## src/rtl/mod_if_pkg.sv

```systemverilog
// Shared types and default widths for the request/grant consumer slice.
// Latency: n/a (types only).
// Backpressure: n/a (types only).
package mod_if_pkg;

    localparam int DEF_DEPTH  = 4;
    localparam int DEF_ADDR_W = 8;
    localparam int DEF_DATA_W = 8;
    localparam int DEF_CNT_W  = 16;

    // One buffered transaction at the default widths.
    typedef struct packed {
        logic [DEF_ADDR_W-1:0] addr;
        logic [DEF_DATA_W-1:0] data;
    } if_txn_t;

    // Output stage state: IDLE = output register empty, VALID = presenting a txn.
    typedef enum logic {
        IDLE  = 1'b0,
        VALID = 1'b1
    } out_state_e;

endpackage

```

## src/rtl/mod_if_consumer_if.sv

```systemverilog
// Bus bundle: producer side (req/grant with addr/data) and sink side (valid/ready).
// Latency: n/a (wires only).
// Backpressure: grant throttles the producer, out_ready throttles the consumer output.
// Modports: master = producer + sink view, slave = consumer view.
interface mod_if_consumer_if #(
    parameter int ADDR_W = 8,
    parameter int DATA_W = 8
);
    logic              req;
    logic [ADDR_W-1:0] addr;
    logic [DATA_W-1:0] data;
    logic              grant;
    logic              out_valid;
    logic              out_ready;
    logic [ADDR_W-1:0] out_addr;
    logic [DATA_W-1:0] out_data;

    modport master (
        output req, addr, data, out_ready,
        input  grant, out_valid, out_addr, out_data
    );

    modport slave (
        input  req, addr, data, out_ready,
        output grant, out_valid, out_addr, out_data
    );
endinterface

```

## src/rtl/mod_if_fifo.sv

```systemverilog
// Synchronous FIFO of transactions with occupancy output.
// Latency: push visible at head the cycle after the write edge; rdata shows head combinationally.
// Backpressure: push ignored when full, pop ignored when empty; caller gates with full/empty.
// Ports: clk, rst (sync active-low), push/wdata, pop/rdata, full, empty, fill.
module mod_if_fifo
    import mod_if_pkg::*;
#(
    parameter int  DEPTH = DEF_DEPTH,
    parameter type T     = if_txn_t,
    localparam int PTR_W  = $clog2(DEPTH),
    localparam int FILL_W = PTR_W + 1
) (
    input  logic              clk,
    input  logic              rst,
    input  logic              push,
    input  logic              pop,
    input  T                  wdata,
    output T                  rdata,
    output logic              full,
    output logic              empty,
    output logic [FILL_W-1:0] fill
);

    T                  mem [DEPTH];
    logic [PTR_W-1:0]  wr_ptr;
    logic [PTR_W-1:0]  rd_ptr;
    logic              push_ok;
    logic              pop_ok;

    assign full    = (fill == FILL_W'(DEPTH));
    assign empty   = (fill == '0);
    assign push_ok = push & ~full;
    assign pop_ok  = pop & ~empty;
    assign rdata   = mem[rd_ptr];

    // Storage needs no reset; only pointers and occupancy define validity.
    always_ff @(posedge clk) begin
        if (push_ok) begin
            mem[wr_ptr] <= wdata;
        end
    end

    // DEPTH is a power of two, so pointers wrap by natural overflow.
    always_ff @(posedge clk) begin
        if (!rst) begin
            wr_ptr <= '0;
            rd_ptr <= '0;
            fill   <= '0;
        end else begin
            if (push_ok) begin
                wr_ptr <= wr_ptr + 1'b1;
            end
            if (pop_ok) begin
                rd_ptr <= rd_ptr + 1'b1;
            end
            case ({push_ok, pop_ok})
                2'b10:   fill <= fill + 1'b1;
                2'b01:   fill <= fill - 1'b1;
                default: fill <= fill;
            endcase
        end
    end

endmodule

```

## src/rtl/mod_if_consumer.sv

```systemverilog
// Consumer of req/grant transactions: FIFO buffer, valid/ready output register, debug counter and XOR checksum.
// Latency: 2 cycles accept -> out_valid minimum; 1 txn/cycle sustained.
// Backpressure: grant drops when the FIFO is full; out_valid holds data until out_ready.
// Ports: clk, rst (sync active-low), bus (slave modport), fill, acc_cnt (saturating), csum.
module mod_if_consumer
    import mod_if_pkg::*;
#(
    parameter int  DEPTH  = DEF_DEPTH,
    parameter int  ADDR_W = DEF_ADDR_W,
    parameter int  DATA_W = DEF_DATA_W,
    parameter int  CNT_W  = DEF_CNT_W,
    localparam int FILL_W = $clog2(DEPTH) + 1
) (
    input  logic                clk,
    input  logic                rst,
    mod_if_consumer_if.slave    bus,
    output logic [FILL_W-1:0]   fill,
    output logic [CNT_W-1:0]    acc_cnt,
    output logic [DATA_W-1:0]   csum
);

    typedef struct packed {
        logic [ADDR_W-1:0] addr;
        logic [DATA_W-1:0] data;
    } txn_t;

    out_state_e        state;
    logic              out_vld_q;
    logic [ADDR_W-1:0] out_addr_q;
    logic [DATA_W-1:0] out_data_q;

    txn_t              wdata;
    txn_t              head;
    logic              fifo_full;
    logic              fifo_empty;
    logic              push;
    logic              pop;

    // grant depends only on reset and occupancy, never on req, so a producer
    // may steer its data from grant within the same cycle.
    assign bus.grant = rst & ~fifo_full;
    assign push      = bus.req & bus.grant;
    assign wdata     = {bus.addr, bus.data};

    // Refill the output register when it is empty or is being drained this cycle.
    assign pop = rst & ~fifo_empty & ((state == IDLE) | bus.out_ready);

    mod_if_fifo #(
        .DEPTH (DEPTH),
        .T     (txn_t)
    ) u_fifo (
        .clk   (clk),
        .rst   (rst),
        .push  (push),
        .pop   (pop),
        .wdata (wdata),
        .rdata (head),
        .full  (fifo_full),
        .empty (fifo_empty),
        .fill  (fill)
    );

    always_ff @(posedge clk) begin
        if (!rst) begin
            state      <= IDLE;
            out_vld_q  <= 1'b0;
            out_addr_q <= '0;
            out_data_q <= '0;
        end else begin
            case (state)
                IDLE: begin
                    if (!fifo_empty) begin
                        out_addr_q <= head.addr;
                        out_data_q <= head.data;
                        out_vld_q  <= 1'b1;
                        state      <= VALID;
                    end
                end
                VALID: begin
                    if (bus.out_ready) begin
                        if (!fifo_empty) begin
                            out_addr_q <= head.addr;
                            out_data_q <= head.data;
                        end else begin
                            out_vld_q <= 1'b0;
                            state     <= IDLE;
                        end
                    end
                end
                default: begin
                    state     <= IDLE;
                    out_vld_q <= 1'b0;
                end
            endcase
        end
    end

    assign bus.out_valid = out_vld_q;
    assign bus.out_addr  = out_addr_q;
    assign bus.out_data  = out_data_q;

    always_ff @(posedge clk) begin
        if (!rst) begin
            acc_cnt <= '0;
            csum    <= '0;
        end else if (push) begin
            if (acc_cnt != {CNT_W{1'b1}}) begin
                acc_cnt <= acc_cnt + 1'b1;
            end
            csum <= csum ^ bus.data;
        end
    end

endmodule

```

## src/flat_wrapper.sv

```systemverilog
// flat-port wrapper written by rule: the top's interface ports become plain ports
module mod_if_consumer_flat import mod_if_pkg::*;
#(
    parameter int  DEPTH  = DEF_DEPTH,
    parameter int  ADDR_W = DEF_ADDR_W,
    parameter int  DATA_W = DEF_DATA_W,
    parameter int  CNT_W  = DEF_CNT_W,
    localparam int FILL_W = $clog2(DEPTH) + 1
)
  (clk, rst, fill, acc_cnt, csum, bus_req, bus_addr, bus_data, bus_out_ready, bus_grant, bus_out_valid, bus_out_addr, bus_out_data);
  mod_if_consumer_if #(.ADDR_W(ADDR_W), .DATA_W(DATA_W)) bus_i ();
  input  logic clk;
  input  logic rst;
  output logic [FILL_W-1:0] fill;
  output logic [CNT_W-1:0] acc_cnt;
  output logic [DATA_W-1:0] csum;
  input wire logic [$bits(bus_i.req)-1:0] bus_req;
  input wire logic [$bits(bus_i.addr)-1:0] bus_addr;
  input wire logic [$bits(bus_i.data)-1:0] bus_data;
  input wire logic [$bits(bus_i.out_ready)-1:0] bus_out_ready;
  output wire logic [$bits(bus_i.grant)-1:0] bus_grant;
  output wire logic [$bits(bus_i.out_valid)-1:0] bus_out_valid;
  output wire logic [$bits(bus_i.out_addr)-1:0] bus_out_addr;
  output wire logic [$bits(bus_i.out_data)-1:0] bus_out_data;
  assign bus_i.req = bus_req;
  assign bus_i.addr = bus_addr;
  assign bus_i.data = bus_data;
  assign bus_i.out_ready = bus_out_ready;
  assign bus_grant = bus_i.grant;
  assign bus_out_valid = bus_i.out_valid;
  assign bus_out_addr = bus_i.out_addr;
  assign bus_out_data = bus_i.out_data;
  mod_if_consumer #(.DEPTH(DEPTH), .ADDR_W(ADDR_W), .DATA_W(DATA_W), .CNT_W(CNT_W)) u_core (.clk(clk), .rst(rst), .bus(bus_i), .fill(fill), .acc_cnt(acc_cnt), .csum(csum));
endmodule
```

## config.mk

```make
export PLATFORM = sky130hd
export DESIGN_NAME = mod_if_consumer_flat
export DESIGN_NICKNAME = d
export VERILOG_FILES = /design/src/rtl/mod_if_pkg.sv /design/src/rtl/mod_if_consumer_if.sv /design/src/rtl/mod_if_fifo.sv /design/src/rtl/mod_if_consumer.sv /design/src/flat_wrapper.sv
export SDC_FILE = /design/constraint.sdc
export NUM_CORES = 1
export LEC_CHECK = 0
export ABC_AREA = 1
export CORE_MARGIN = 5
export CORE_UTILIZATION = 49
export CTS_CLUSTER_DIAMETER = 100
export CTS_CLUSTER_SIZE = 25
export DETAILED_ROUTE_END_ITERATION = 12
export GPL_ROUTABILITY_DRIVEN = 0
export PLACE_DENSITY = 0.78
export SYNTH_ARGS = -nofsm -noshare
export SYNTH_HDL_FRONTEND = slang
export SYNTH_HIERARCHICAL = 1
export SYNTH_SLANG_ARGS = --single-unit
```

## constraint.sdc

```tcl
create_clock -name clk -period 2.33 [get_ports clk]
set_input_delay 0.3495 -clock clk [delete_from_list [all_inputs] [get_ports clk]]
set_output_delay 0.3495 -clock clk [all_outputs]
set_load 0.05 [all_outputs]
```

==> flow_metrics.tcl <==
# yosys + openroad results
set metrics [dict create \
    largest_reg_flops 64 \
    finalSetupViolations 0 \
    period_needed_ns 2.16 \
    syn_inst 508 \
    ys_sh_xor 0 \
    drt-met1-wl_um 4720 \
    ys_area_um2 4840 \
    numSynthFlops 115 \
    nWellTaps 133 \
    area_dominant_class "registers" \
    yosys.stat.seqShare 0.608 \
    drive_gt1_frac 0.131 \
    die-area_um2 12000 \
    ys_types 30 \
    use_met2 0.342 \
    yosys_warnings 6 \
    postCtsHoldBufs 0 \
    dp_hpwl_um 7390 \
    start_kind "register" \
    clk_share 0.0898 \
    outcome "completed" \
    drt_first_iter_violations 276 \
    holdPathStages 1 \
    grtUsageTotal 0.197 \
    cp.arrival_ns 1.81 \
    grt_pass1_wl_um 17900 \
    min_from "u_core/csum[2]$_SDFFE_PN0P_" \
    totalNegativeSetupSlack_ns 0 \
    fillers 745 \
    yosysTopAreaCell "edfxtp_1" \
    port_buffers 64 \
    cpPeakStageDelay_ns 0.86 \
    crit_required_ns 1.98 \
    top_area_frac 0.397 \
    nonClockInverterCount 46 \
    top_usage_layer "met2" \
    top_layer_used "met4" \
    tool_warnings 29 \
    seq-cell-share 0.470 \
    cts_setup_buffers 0 \
    fa_ha_area_frac 0.0196 \
    dr.pass1.iters 4 \
    slew_viol_final 0 \
    rsz0062_at_grt "no" \
    buffers 80 \
    rows 36 \
    ys_sh_simple 0.204 \
    area_growth_syn_to_layout_pct 29.9 \
    ys_cells 508 \
    hold_end "u_core/csum[2]$_SDFFE_PN0P_" \
    comb_share 0.262 \
    fp_util 0.500 \
    final_area_um2 6280 \
    cts_tree "done" \
    path_cells "clkdlybuf4s50_1" \
    gr-usage-met1 0.232 \
    cp-end-kind "primary output" \
    crit_fanout 6 \
    critical-path-top-delay-family "buffers and inverters" \
    period_used_share 0.929 \
    flop-count 115 \
    slew-limit-headroom 0.617 \
    cp.buffers_inverters 1 \
    fp.dieW_um 109 \
    critical_path_class "register to primary output" \
    clock_latency_ns 0.51 \
    n_clock_buffer 26 \
    syn_nets 535 \
    grt-ovfl-total 0 \
    die_h_um 109 \
    worst_path_max_delay_cell "clkdlybuf4s50_1" \
    synthTopLogicFamily "simple AND/OR/NAND/NOR gates" \
    power.density_nw_per_um2 924 \
    final_nets 617 \
    rrSetupSlack_ns 0.24 \
    coreArea_um2 9680 \
    cap_violations 0 \
    dpl-instance-area_um2 5710 \
    root_buffer "clkbuf_8" \
    cts_buffer_depth 2 \
    dr_wl_met3_um 611 \
    regMostFlops "u_core/u_fifo/mem" \
    top_regs "u_core/u_fifo/mem (64), u_core/acc_cnt (16)" \
    reg2reg_depth 16 \
    drc 0 \
    fin_util 0.649 \
    clk_pin_slew_ns 0.05 \
    via_count 3807 \
    final_cell_mix "nor2_1 (118), edfxtp_1 (64), clkdlybuf4s50_1 (63)" \
    num-multi-input-gates 330 \
    seq_area_um2 2950 \
    power.leakage_uw 0.00240 \
    cts_max_level 4 \
    synth_area_um2 4840 \
    dp_cells 704 \
    diodes 0 \
    drt-total-wl_um 11200 \
    mux_area_frac 0 \
    wl_met2_um 5690 \
    ant_nets 0 \
]
## synthesized netlist by cell type
cell and number:
nor2_4 4, o21ai_1 28, dfxtp_1 51, buf_4 3, fa_1 1, nor3_1 2
nand2_2 4, nor2_1 119, nand3_4 1, a21oi_2 1, buf_2 8, nand3_2 4
inv_2 6, nand2_1 55, inv_1 40, nand3_1 21, a21oi_1 24, nand4_1 2
a31oi_1 1, nor2_8 1, o21ai_0 31, edfxtp_1 64, clkbuf_1 4, nand2_4 2
o22ai_1 16, nor2_2 5, nand3b_1 1, o21ai_2 1, buf_6 2, ha_1 6
## worst max-delay path by stage
stage	from	to	slack [ns]	depth (start not counted)
3_3_place_gp	bus_out_ready	u_core/u_fifo/fill[2]$_SDFFE_PN0P_	0.03	16
6_report	u_core/acc_cnt[11]$_SDFFE_PN0P_	acc_cnt[11]	0.17	1
4_1_cts	u_core/acc_cnt[11]$_SDFFE_PN0P_	acc_cnt[11]	0.14	1
5_1_grt	u_core/u_fifo/fill[2]$_SDFFE_PN0P_	u_core/u_fifo/fill[2]$_SDFFE_PN0P_	0.02	16
2_1_floorplan	u_core/u_fifo/fill[0]$_SDFFE_PN0P_	u_core/u_fifo/fill[2]$_SDFFE_PN0P_	0.006	18
3_5_place_dp	bus_out_ready	u_core/u_fifo/fill[2]$_SDFFE_PN0P_	-0.05	16
## what timing repair did
| item | CTS | global route |
|---|---|---|
| gates resized | 0 | 2 |
| endpoints found under the setup margin | 0 | 1 |
| endpoints found under the hold margin | 0 | 0 |
## power by group
part           internal (uW)  switching [uW]  leakage (uW)
Sequential              2280            69.6       0.00100
Clock                   1620             817      0.000280
Combinational            324             688       0.00112
Total                   4230            1580       0.00240
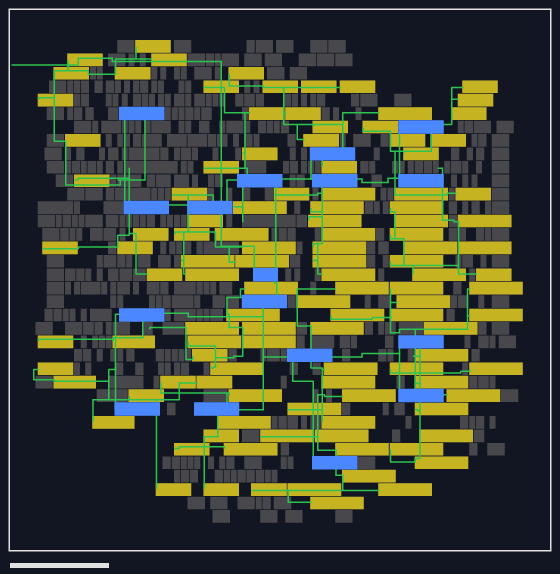
**Above:** clock network drawn from the DEF.
Bar = 20 um.
[green] clock wires | length: 1,330 um
[blue] clock-net drivers | count: 17
[yellow] flip-flops | count: 115
routed clock nets: 18

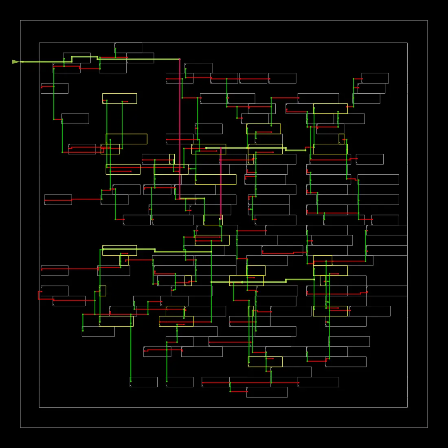
**Above:** clock wiring as the flow saved it.
TritonCTS buffer count: 17
clock sinks: 115
skew final: 0.00828 ns
clk pwr: 2440 uW

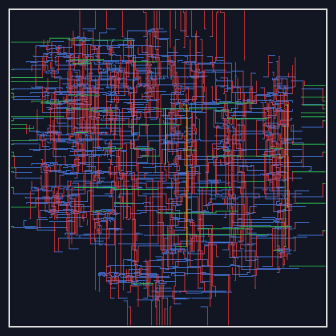
**Above:** routed metal, one color a layer.
[orange] M4 | wire length: 182 um
[green] M3 | wire length: 611 um
[blue] M1 | wire length: 4,720 um
[red] M2 | wire length: 5,690 um

No activity file was given, so power comes from the tool's default toggle rates.
